Metal layers overlaid:
(4 px per um) Only two layers are drawn.
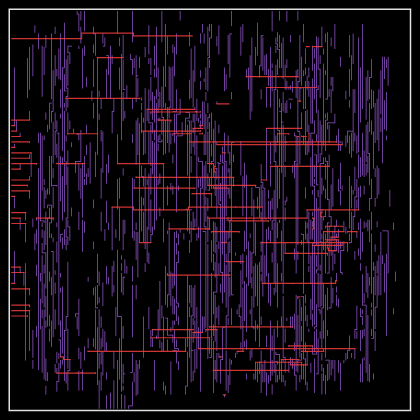
Gate families picked out:
(4 px per um)
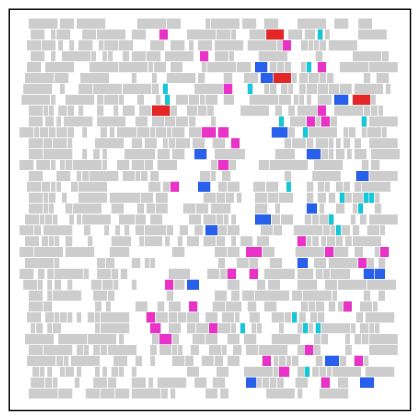
Cell outlines without signal wires:
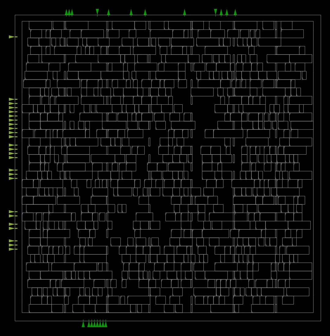
Zoomed window:
Region (35, 35) to (65, 65) um. Cells in gray, sequential cells in the stronger gray; small squares are vias.
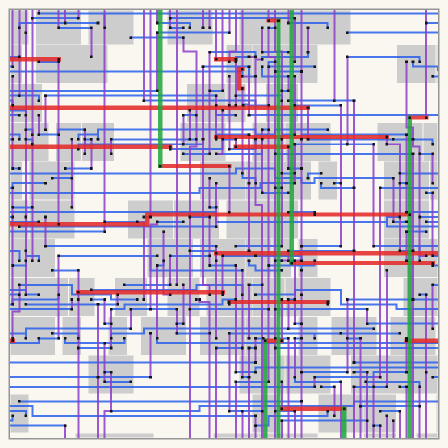
[src/rtl/uart_pkg.sv]
// Shared types and constants for the 8N1 UART receiver.
package uart_pkg;

  localparam int unsigned DATA_BITS = 8;
  localparam int unsigned MIN_DIV   = 2;

  typedef enum logic [1:0] {
    IDLE,
    START,
    DATA,
    STOP
  } rx_state_e;

endpackage

[src/rtl/uart_rx_8n1_if.sv]
// Serial line, divider configuration and received-byte outputs of the UART receiver.
interface uart_rx_8n1_if
  import uart_pkg::*;
#(
  parameter int unsigned DIV_WIDTH = 32
) ();

  logic                 ser_rx;
  logic [DIV_WIDTH-1:0] cfg_divider;
  logic [DATA_BITS-1:0] data;
  logic                 valid;
  logic                 starting;

  // Line driver / consumer side.
  modport master (
    output ser_rx,
    output cfg_divider,
    input  data,
    input  valid,
    input  starting
  );

  // Receiver side.
  modport slave (
    input  ser_rx,
    input  cfg_divider,
    output data,
    output valid,
    output starting
  );

endinterface

[src/rtl/sync_2ff.sv]
// Two-stage synchronizer for a single asynchronous bit; resets to the idle-high level.
module sync_2ff (
  input  logic clk,
  input  logic reset,
  input  logic d,
  output logic q
);

  logic meta;

  // Two flops in series; both come out of reset high so an idle line never looks like a start bit.
  always_ff @(posedge clk) begin
    if (reset) begin
      meta <= 1'b1;
      q    <= 1'b1;
    end else begin
      meta <= d;
      q    <= meta;
    end
  end

endmodule

[src/rtl/uart_rx_8n1.sv]
// 8N1 asynchronous serial receiver with a run-time bit-period divider.
module uart_rx_8n1
  import uart_pkg::*;
#(
  parameter int unsigned DIV_WIDTH = 32
) (
  input  logic          clk,
  input  logic          reset,
  uart_rx_8n1_if.slave  bus
);

  logic                 rx_s;
  logic [DIV_WIDTH-1:0] div_cfg_c;
  logic [DIV_WIDTH-1:0] half_c;
  logic [DIV_WIDTH-1:0] last_c;

  rx_state_e            state;
  logic [DIV_WIDTH-1:0] cnt;
  logic [DIV_WIDTH-1:0] div_q;
  logic [2:0]           bit_idx;
  logic [DATA_BITS-1:0] shift_q;
  logic [DATA_BITS-1:0] data_q;
  logic                 valid_q;
  logic                 starting_q;

  sync_2ff u_sync (
    .clk   (clk),
    .reset (reset),
    .d     (bus.ser_rx),
    .q     (rx_s)
  );

  // Clamp the configured divider so a half period is always at least one clock.
  always_comb begin
    div_cfg_c = bus.cfg_divider;
    if (bus.cfg_divider < DIV_WIDTH'(MIN_DIV)) begin
      div_cfg_c = DIV_WIDTH'(MIN_DIV);
    end
  end

  // Mid-start and full-period compare points derived from the divider latched for this frame.
  always_comb begin
    half_c = div_q >> 1;
    last_c = div_q - DIV_WIDTH'(1);
  end

  // Frame state machine: detect start, confirm at mid-start, sample each bit one period later.
  always_ff @(posedge clk) begin
    if (reset) begin
      state      <= IDLE;
      cnt        <= '0;
      div_q      <= DIV_WIDTH'(MIN_DIV);
      bit_idx    <= '0;
      shift_q    <= '0;
      data_q     <= '0;
      valid_q    <= 1'b0;
      starting_q <= 1'b0;
    end else begin
      valid_q <= 1'b0;
      case (state)
        IDLE: begin
          if (!rx_s) begin
            cnt   <= DIV_WIDTH'(1);
            div_q <= div_cfg_c;
            state <= START;
          end
        end
        START: begin
          if (cnt == half_c) begin
            if (!rx_s) begin
              starting_q <= 1'b1;
              cnt        <= '0;
              bit_idx    <= '0;
              state      <= DATA;
            end else begin
              state <= IDLE;
            end
          end else begin
            cnt <= cnt + DIV_WIDTH'(1);
          end
        end
        DATA: begin
          if (cnt == last_c) begin
            shift_q <= {rx_s, shift_q[DATA_BITS-1:1]};
            cnt     <= '0;
            bit_idx <= bit_idx + 3'(1);
            if (bit_idx == 3'(DATA_BITS - 1)) begin
              state <= STOP;
            end
          end else begin
            cnt <= cnt + DIV_WIDTH'(1);
          end
        end
        STOP: begin
          if (cnt == last_c) begin
            // A low stop bit is a framing error: drop the byte silently.
            if (rx_s) begin
              data_q  <= shift_q;
              valid_q <= 1'b1;
            end
            starting_q <= 1'b0;
            cnt        <= '0;
            state      <= IDLE;
          end else begin
            cnt <= cnt + DIV_WIDTH'(1);
          end
        end
        default: begin
          state <= IDLE;
        end
      endcase
    end
  end

  assign bus.data     = data_q;
  assign bus.valid    = valid_q;
  assign bus.starting = starting_q;

endmodule

[src/flat_wrapper.sv]
// flat-port wrapper written by rule: the top's interface ports become plain ports
module uart_rx_8n1_flat import uart_pkg::*;
#(
  parameter int unsigned DIV_WIDTH = 32
)
  (clk, reset, bus_ser_rx, bus_cfg_divider, bus_data, bus_valid, bus_starting);
  uart_rx_8n1_if #(.DIV_WIDTH(DIV_WIDTH)) bus_i ();
  input  logic clk;
  input  logic reset;
  input wire logic [$bits(bus_i.ser_rx)-1:0] bus_ser_rx;
  input wire logic [$bits(bus_i.cfg_divider)-1:0] bus_cfg_divider;
  output wire logic [$bits(bus_i.data)-1:0] bus_data;
  output wire logic [$bits(bus_i.valid)-1:0] bus_valid;
  output wire logic [$bits(bus_i.starting)-1:0] bus_starting;
  assign bus_i.ser_rx = bus_ser_rx;
  assign bus_i.cfg_divider = bus_cfg_divider;
  assign bus_data = bus_i.data;
  assign bus_valid = bus_i.valid;
  assign bus_starting = bus_i.starting;
  uart_rx_8n1 #(.DIV_WIDTH(DIV_WIDTH)) u_core (.clk(clk), .reset(reset), .bus(bus_i));
endmodule
[config.mk]
export PLATFORM = sky130hd
export DESIGN_NAME = uart_rx_8n1_flat
export DESIGN_NICKNAME = d
export VERILOG_FILES = /design/src/rtl/uart_pkg.sv /design/src/rtl/uart_rx_8n1_if.sv /design/src/rtl/sync_2ff.sv /design/src/rtl/uart_rx_8n1.sv /design/src/flat_wrapper.sv
export SDC_FILE = /design/constraint.sdc
export NUM_CORES = 1
export LEC_CHECK = 0
export CAP_MARGIN = 20
export CORE_MARGIN = 2
export CORE_UTILIZATION = 59
export DETAILED_ROUTE_END_ITERATION = 6
export PLACE_DENSITY = 0.79
export SKIP_LAST_GASP = 1
export SYNTH_ARGS = -nofsm -noshare
export SYNTH_HDL_FRONTEND = slang
export SYNTH_SLANG_ARGS = --single-unit
export TNS_END_PERCENT = 50
[constraint.sdc]
create_clock -name clk -period 4.7 [get_ports clk]
set_input_delay 0.94 -clock clk [delete_from_list [all_inputs] [get_ports clk]]
set_output_delay 0.94 -clock clk [all_outputs]
set_load 0.02 [all_outputs]
==> impl_metrics.json <==
{
  "outcome": "finished clean",
  "antenna-diode-count": 0,
  "timing.critical_path.depth": 10,
  "final_net_count": 744,
  "hold_path_end": "u_core.u_sync.q$_SDFF_PP1_",
  "maxSlewHeadroom": 0.313,
  "final_layout_top_logic_cells": "124 x nand2_1, 89 x dfxtp_1, 54 x a21oi_1",
  "die-height_um": 100,
  "die_outline_area_mm2": 0.00999,
  "power.leakage_uw": 0.00222,
  "pins_over_slew_limit": 0,
  "post_synth.cell_area_avg_um2": 7.71,
  "critical_path_max_stage_delay_ns": 0.90,
  "ios": 45,
  "synth_warnings": 0,
  "crit_chain": "nor4_4 -> nand4b_1 -> nor4_1 -> nor4_1 -> a31oi_1 -> nor4_4 -> a311oi_4 -> buf_4 -> and3_1 -> a221o_1",
  "timing.rr.start": "u_core.div_q[2]$_SDFFE_PP0P_",
  "ir_worst_vdd_mv": 0.189,
  "yosys.area_share.adder": 0.00921,
  "path_class": "reg2reg",
  "number_of_warnings_the_tools_reported": 26,
  "via_per_inst": 6.09,
  "internal_power_uw": 1080,
  "drt_drc_violations_left": 0,
  "holdWs_ns": 0.421,
  "cp-start-kind": "flop",
  "yosys-dominant-comb-family": "simple AND/OR/NAND/NOR gates",
  "maximum_fanout_along_the_worst_path": 25,
  "place_ws_ns": 0.752,
  "die_width_um": 100,
  "gr-usage-met3": 0.0404,
  "fp_util": 0.599,
  "combinational_cell_fraction_of_total_power": 0.142
}
Back to the opening pictures, 'metal layers overlaid':
legend:
  purple:
    layer: M2
    wire_length: 6380 um
  red:
    layer: M3
    wire_length: 812 um

Back to the opening pictures, 'gate families picked out':
legend:
  red:
    family: fa/ha/maj cells
    cells: 4
  blue:
    family: non-inverting ao/oa cells
    cells: 18
  magenta:
    family: and/or cells
    cells: 32
  cyan:
    family: inv cells
    cells: 20

Back to the opening pictures, 'cell outlines without signal wires':
flop share of the area: 0.296
Taps Inserted: 111
Core Rows: 35
layout filler cell count: 821

Back to the opening pictures, 'zoomed window':
legend:
  purple:
    layer: M2
  red:
    layer: M3
  green:
    layer: M4
  blue:
    layer: M1
sequential cells in the window: 0
cells with their middle in the window: 65
most frequent: xnor2_1 (19), nor2_1 (5), nand4_1 (5)

registers in the layout (all words and copies together) (netlist names), named ones only:
register,cells
u_core.state,1
u_core.cnt,32
u_core.u_sync.q,1
u_core.bus.starting,1
u_core.div_q,32
u_core.bus.valid,1
u_core.shift_q,8
u_core.bit_idx,3
u_core.bus.data,8
u_core.u_sync.meta,1
worst max path at each step:
| stage | startpoint | endpoint | slack [ns] |
|---|---|---|---|
| 2_1_floorplan | u_core.div_q[2]$_SDFFE_PP0P_ | u_core.cnt[26]$_SDFFE_PP0P_ | 1.38 |
| 3_3_place_gp | u_core.div_q[2]$_SDFFE_PP0P_ | u_core.cnt[30]$_SDFFE_PP0P_ | 0.83 |
| 3_5_place_dp | u_core.div_q[2]$_SDFFE_PP0P_ | u_core.cnt[26]$_SDFFE_PP0P_ | 0.75 |
| 4_1_cts | u_core.div_q[2]$_SDFFE_PP0P_ | u_core.cnt[26]$_SDFFE_PP0P_ | 0.74 |
| 5_1_grt | u_core.div_q[2]$_SDFFE_PP0P_ | u_core.cnt[30]$_SDFFE_PP0P_ | 0.39 |
| 6_report | u_core.div_q[2]$_SDFFE_PP0P_ | u_core.cnt[26]$_SDFFE_PP0P_ | 0.70 |
synth_stat cells (all sizes together) (3+ instances only):
| library cell | n | area share |
|---|---|---|
| o22ai | 4 | 0.0046 |
| or4 | 5 | 0.0076 |
| o211ai | 4 | 0.0055 |
| xor2 | 29 | 0.047 |
| mux2i | 22 | 0.041 |
| nand4 | 22 | 0.025 |
| nand3 | 39 | 0.037 |
| nor3b | 4 | 0.0055 |
| or2 | 4 | 0.0046 |
| or3 | 11 | 0.013 |
| nand2 | 124 | 0.086 |
| xnor2 | 50 | 0.081 |
| nor3 | 22 | 0.020 |
| o21ai | 21 | 0.019 |
| clkbuf | 47 | 0.032 |
| a21o | 5 | 0.0069 |
| nor2 | 32 | 0.022 |
| nand4b | 3 | 0.0060 |
| nor4 | 26 | 0.042 |
| a211oi | 3 | 0.0041 |
| and3 | 8 | 0.0092 |
| inv | 20 | 0.014 |
| o311ai | 5 | 0.0081 |
| ha | 4 | 0.0092 |
| buf | 13 | 0.013 |
| a21oi | 54 | 0.050 |
| dfxtp | 89 | 0.33 |
per-stage QoR:
step                area (um^2)  total power (uW)  utilization
global route               6020              1600        0.664
CTS                        6020              1550        0.664
floorplan                  5430               951            -
detailed placement         5830              1020        0.643
finish                     6020              1540        0.664
global placement           5830              1020        0.643
final cells by class:
class / instances / area share
repair buffers: 49 / 0.0794
well taps: 111 / 0.0231
inverters: 20 / 0.0125
multi-input cells: 536 / 0.557
clock buffers: 9 / 0.0206
clock inverters: 7 / 0.0114
flip-flops and latches: 89 / 0.296
power by group through the flow:
| stage | sequential, uW | clock (uW) | combinational [uW] |
|---|---|---|---|
| after floorplan | 793 | 0 | 158 |
| after global placement | 806 | 0 | 214 |
| after detailed placement | 807 | 0 | 216 |
| after CTS | 789 | 541 | 218 |
| after global routing | 793 | 571 | 240 |
| final | 790 | 529 | 219 |
Power figures rest on the tool's default switching activity, not on a simulated workload.
